**Drive-strength map**

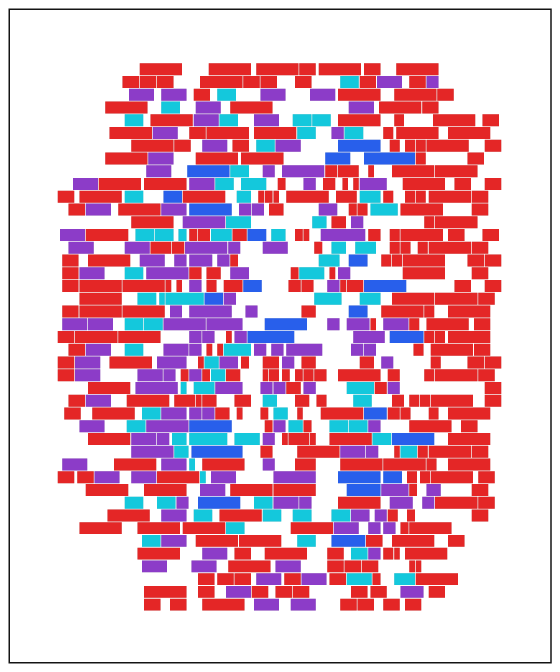
**Clock wires, drivers and flops**

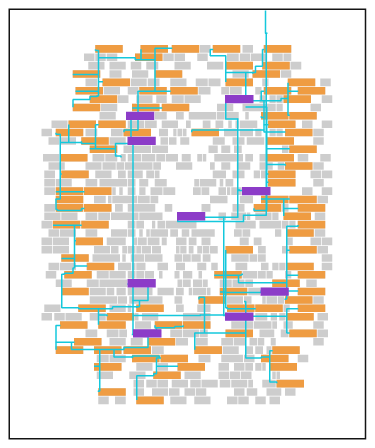
**Metal 1**

Supply wires on this layer in gray.
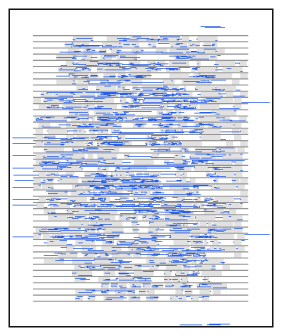
**Clock nets**

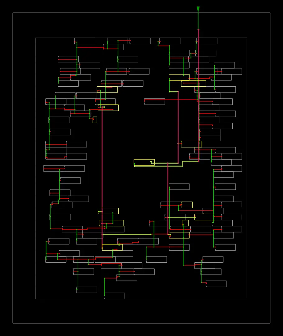
`src/rtl/gray_ise_pkg.sv`:
```
// Shared definitions for the gray-to-RGB565 custom-instruction block.
//   - opcode encodings carried in valueB[1:0]
//   - FSM state encodings
//   - RGB565 field widths
package gray_ise_pkg;

  localparam logic [1:0] OP_LOAD   = 2'd0;
  localparam logic [1:0] OP_NEXT   = 2'd1;
  localparam logic [1:0] OP_STATUS = 2'd2;
  localparam logic [1:0] OP_RSVD   = 2'd3;

  typedef enum logic [1:0] {
    ST_IDLE = 2'd0,
    ST_CONV = 2'd1,
    ST_DONE = 2'd2
  } state_e;

  localparam int R_W   = 5;
  localparam int G_W   = 6;
  localparam int B_W   = 5;
  localparam int RGB_W = R_W + G_W + B_W;

endpackage

```
`src/rtl/gray_to_rgb565_px.sv`:
```
// One gray pixel to RGB565 with a saturating signed brightness offset.
// Purely combinational.
//   gray   : 8-bit gray level
//   offset : signed 8-bit brightness offset (two's complement)
//   rgb    : {R[4:0], G[5:0], B[4:0]}
module gray_to_rgb565_px
  import gray_ise_pkg::*;
(
  input  logic [7:0]       gray,
  input  logic [7:0]       offset,
  output logic [RGB_W-1:0] rgb
);

  // 10 bits covers -128..510 without wrap.
  logic signed [9:0] sum;
  logic        [7:0] g_sat;

  assign sum = $signed({2'b00, gray}) + $signed({{2{offset[7]}}, offset});

  always_comb begin
    g_sat = sum[7:0];
    if (sum < 10'sd0)        g_sat = 8'h00;
    else if (sum > 10'sd255) g_sat = 8'hFF;
  end

  // Replicate the top bits of the gray level into each channel.
  assign rgb = {g_sat[7 -: R_W], g_sat[7 -: G_W], g_sat[7 -: B_W]};

endmodule

```
`src/rtl/gray_to_rgb565_ise.sv`:
```
// Custom-instruction responder: buffers four gray pixels per LOAD and
// returns them two at a time as packed RGB565 with a brightness offset.
//   clock, reset  : clock and async active-low reset
//   start, iseId  : request strobe and instruction id (match required)
//   valueA        : LOAD pixel word, pixel k at [8k+7:8k]
//   valueB        : [1:0] opcode, [15:8] signed offset (LOAD only)
//   done, result  : one-cycle completion strobe and result (0 when idle)
module gray_to_rgb565_ise
  import gray_ise_pkg::*;
#(
  parameter logic [7:0] customInstructionId = 8'h00
) (
  input  logic        clock,
  input  logic        reset,
  input  logic        start,
  input  logic [7:0]  iseId,
  input  logic [31:0] valueA,
  input  logic [31:0] valueB,
  output logic        done,
  output logic [31:0] result
);

  state_e      state_q,   state_d;
  logic [1:0]  op_q,      op_d;
  logic [31:0] opa_q,     opa_d;
  logic [7:0]  off_cap_q, off_cap_d;
  logic [31:0] pix_buf_q, pix_buf_d;
  logic [7:0]  off_q,     off_d;
  logic        pending_q, pending_d;
  logic        done_q,    done_d;
  logic [31:0] result_q,  result_d;

  logic unused_valueb;
  assign unused_valueb = ^{valueB[31:16], valueB[7:2]};

  // LOAD converts pair 0 straight from the captured operands; NEXT
  // converts pair 1 from the buffer with the stored offset.
  logic                  use_cap;
  logic [1:0][7:0]       px_gray;
  logic [7:0]            px_off;
  logic [1:0][RGB_W-1:0] px_rgb;

  assign use_cap = (op_q == OP_LOAD);
  assign px_gray = use_cap ? opa_q[15:0] : pix_buf_q[31:16];
  assign px_off  = use_cap ? off_cap_q   : off_q;

  for (genvar j = 0; j < 2; j++) begin : g_px
    gray_to_rgb565_px u_px (
      .gray   (px_gray[j]),
      .offset (px_off),
      .rgb    (px_rgb[j])
    );
  end

  always_comb begin
    state_d   = state_q;
    op_d      = op_q;
    opa_d     = opa_q;
    off_cap_d = off_cap_q;
    pix_buf_d = pix_buf_q;
    off_d     = off_q;
    pending_d = pending_q;
    done_d    = 1'b0;
    result_d  = 32'h0;
    case (state_q)
      ST_IDLE: begin
        if (start && iseId == customInstructionId) begin
          state_d   = ST_CONV;
          op_d      = valueB[1:0];
          opa_d     = valueA;
          off_cap_d = valueB[15:8];
        end
      end
      ST_CONV: begin
        state_d = ST_DONE;
        done_d  = 1'b1;
        case (op_q)
          OP_LOAD: begin
            result_d  = px_rgb;
            pix_buf_d = opa_q;
            off_d     = off_cap_q;
            pending_d = 1'b1;
          end
          OP_NEXT: begin
            if (pending_q) begin
              result_d  = px_rgb;
              pending_d = 1'b0;
            end
          end
          OP_STATUS: result_d = {31'b0, pending_q};
          default:   result_d = 32'h0;
        endcase
      end
      ST_DONE: state_d = ST_IDLE;
      default: state_d = ST_IDLE;
    endcase
  end

  always_ff @(posedge clock or negedge reset) begin
    if (!reset) begin
      state_q   <= ST_IDLE;
      op_q      <= OP_LOAD;
      opa_q     <= 32'h0;
      off_cap_q <= 8'h0;
      pix_buf_q <= 32'h0;
      off_q     <= 8'h0;
      pending_q <= 1'b0;
      done_q    <= 1'b0;
      result_q  <= 32'h0;
    end else begin
      state_q   <= state_d;
      op_q      <= op_d;
      opa_q     <= opa_d;
      off_cap_q <= off_cap_d;
      pix_buf_q <= pix_buf_d;
      off_q     <= off_d;
      pending_q <= pending_d;
      done_q    <= done_d;
      result_q  <= result_d;
    end
  end

  assign done   = done_q;
  assign result = result_q;

endmodule
```
`config.mk`:
```
export PLATFORM = sky130hd
export DESIGN_NAME = gray_to_rgb565_ise
export DESIGN_NICKNAME = d
export VERILOG_FILES = /design/src/rtl/gray_ise_pkg.sv /design/src/rtl/gray_to_rgb565_px.sv /design/src/rtl/gray_to_rgb565_ise.sv
export SDC_FILE = /design/constraint.sdc
export NUM_CORES = 1
export LEC_CHECK = 0
export ABC_CLOCK_PERIOD_IN_PS = 2990
export CORE_ASPECT_RATIO = 1.25
export CORE_MARGIN = 10
export CORE_UTILIZATION = 47
export CTS_CLUSTER_DIAMETER = 120
export DETAILED_ROUTE_END_ITERATION = 8
export HOLD_SLACK_MARGIN = 0.03
export PLACE_DENSITY = 0.77
export REMOVE_ABC_BUFFERS = 1
export SETUP_SLACK_MARGIN = 0.1
export SLEW_MARGIN = 20
export SYNTH_ARGS = -nofsm -noshare
export SYNTH_HDL_FRONTEND = slang
export SYNTH_HIERARCHICAL = 1
export SYNTH_SLANG_ARGS = --single-unit
```
`constraint.sdc`:
```
create_clock -name clock -period 2.99 [get_ports clock]
set_input_delay 0.598 -clock clock [delete_from_list [all_inputs] [get_ports clock]]
set_output_delay 0.598 -clock clock [all_outputs]
set_load 0.01 [all_outputs]
```
==> flow_summary_export.csv <==
group,metric,value,unit
worst_setup_path,cp-startpoint,"op_q[1]",
layout,finalNonFillerCells,667,
layout,drive_gt1_share,42.7,%
clocking,clkLatencyLatePin,350,ps
yosys,top_cells_by_area,"dfrtp_1 (48%), mux2_4 (11%), mux2_2 (11%), ha_1 (4.2%), and2_1 (3.6%)",
worst_setup_path,cp_cell_sequence,"nor2_4 -> buf_12 -> buf_16 -> buf_6 -> mux2_4 -> ha_4 -> o21a_4 -> o31a_4 -> nor2_4 -> o31ai_4 -> xor2_2 -> o21a_1 -> nor2b_4 -> o21ai_1 -> a21oi_1",
clocking,htreeDepth,3,
detailed_routing,dr.max_layer_used,"met4",
power_and_ir_drop,pg_clk,1.22,mW
power_and_ir_drop,clockPowerShare,39.6,%
yosys,top_cells_by_count,"dfrtp_1 (102), mux2_2 (51), mux2_4 (39), and2_1 (31), buf_4 (20)",
power_and_ir_drop,top_power_group,"registers",
status,status,"completed",
worst_hold_path,hp-class,"primary input to asynchronous set/reset pin",
global_route,overflow,0,
worst_setup_path,cpPeakStageDelay,410,ps
sta,relSlewSlack,46.3,%
layout,diodes,0,
sta,final_max_slew_viol_count,0,
yosys,edf_count,0,
yosys,yosys_area,5340,sq um
placed_design,numPortBuffers,85,
yosys,synth-seq-cells,102,
yosys,syn-cell-area,5340,sq um
sta,finalSetupViolCount,0,
flow_run,tool_warnings,55,
global_route,use_met3,2.42,%
global_route,busiest_layer,"met2",
layout,lay_top_count,"dfrtp_1",
yosys,yosys-stat-cells,412,
power_and_ir_drop,pwr-share-seq,46.3,%
worst_setup_path,cpLargestDelayFamily,"AND-OR/OR-AND gates",
clocking,clock-sinks,102,
worst_setup_path,worstPathRequired,3220,ps
global_route,antenna_found_initial,0,
power_and_ir_drop,p_seq,1.43,mW
global_route,grt_max_degree,57,
yosys,synthArstFlopShare,100,%
Notes on 'drive-strength map' above:
Key: red = x1 and smaller [cells 305, most used dfrtp_1]; purple = x3 and x4 [cells 131, most used mux2_4]; blue = x6 and larger [cells 24, most used clkbuf_16]; cyan = x2 [cells 72, most used mux2_2]

Notes on 'clock wires, drivers and flops' above:
Key: orange = flip-flops [count 102]; cyan = clock wires [length 1150 um]; purple = clock-net drivers [count 9]
Position of the flops: all over the die. There are 10 routed clock nets.

Notes on 'metal 1' above:
The layer carries 4630 um of wire. The layer holds 42% of the routed length. The wires run mostly horizontal. The longest straight run is 50.1 um.

Notes on 'clock nets' above:
Flop Count: 102
CTS buffer count: 9
clock buffers: 10

[stage by stage]
stage / TNS (ps) / utilization [%] / total power, mW
2_1_floorplan: -8850 / - / 1.62
3_3_place_gp: -22.1 / 58.5 / 1.80
3_5_place_dp: -126 / 58.5 / 1.81
4_1_cts: 0 / 64.4 / 3.10
5_1_grt: -601 / 66.1 / 3.22
6_report: 0 / 66.1 / 3.09
[cell type report]
type	instances	area [sq um]
fill	829	3750
multi-input combinational	256	2860
sequential	102	2550
timing repair buffer	143	1380
clock buffer	10	239
tap	135	169
clock inverter	4	72.6
inverter	17	63.8
[repair_timing]
action                                  CTS  global route
hold buffers                              0             0
endpoints found under the setup margin   32            32
resized                                  56            33
buffers inserted                          4             4
cloned                                    1             0
pin swaps                                28            22
Power and IR drop assume default switching activity.
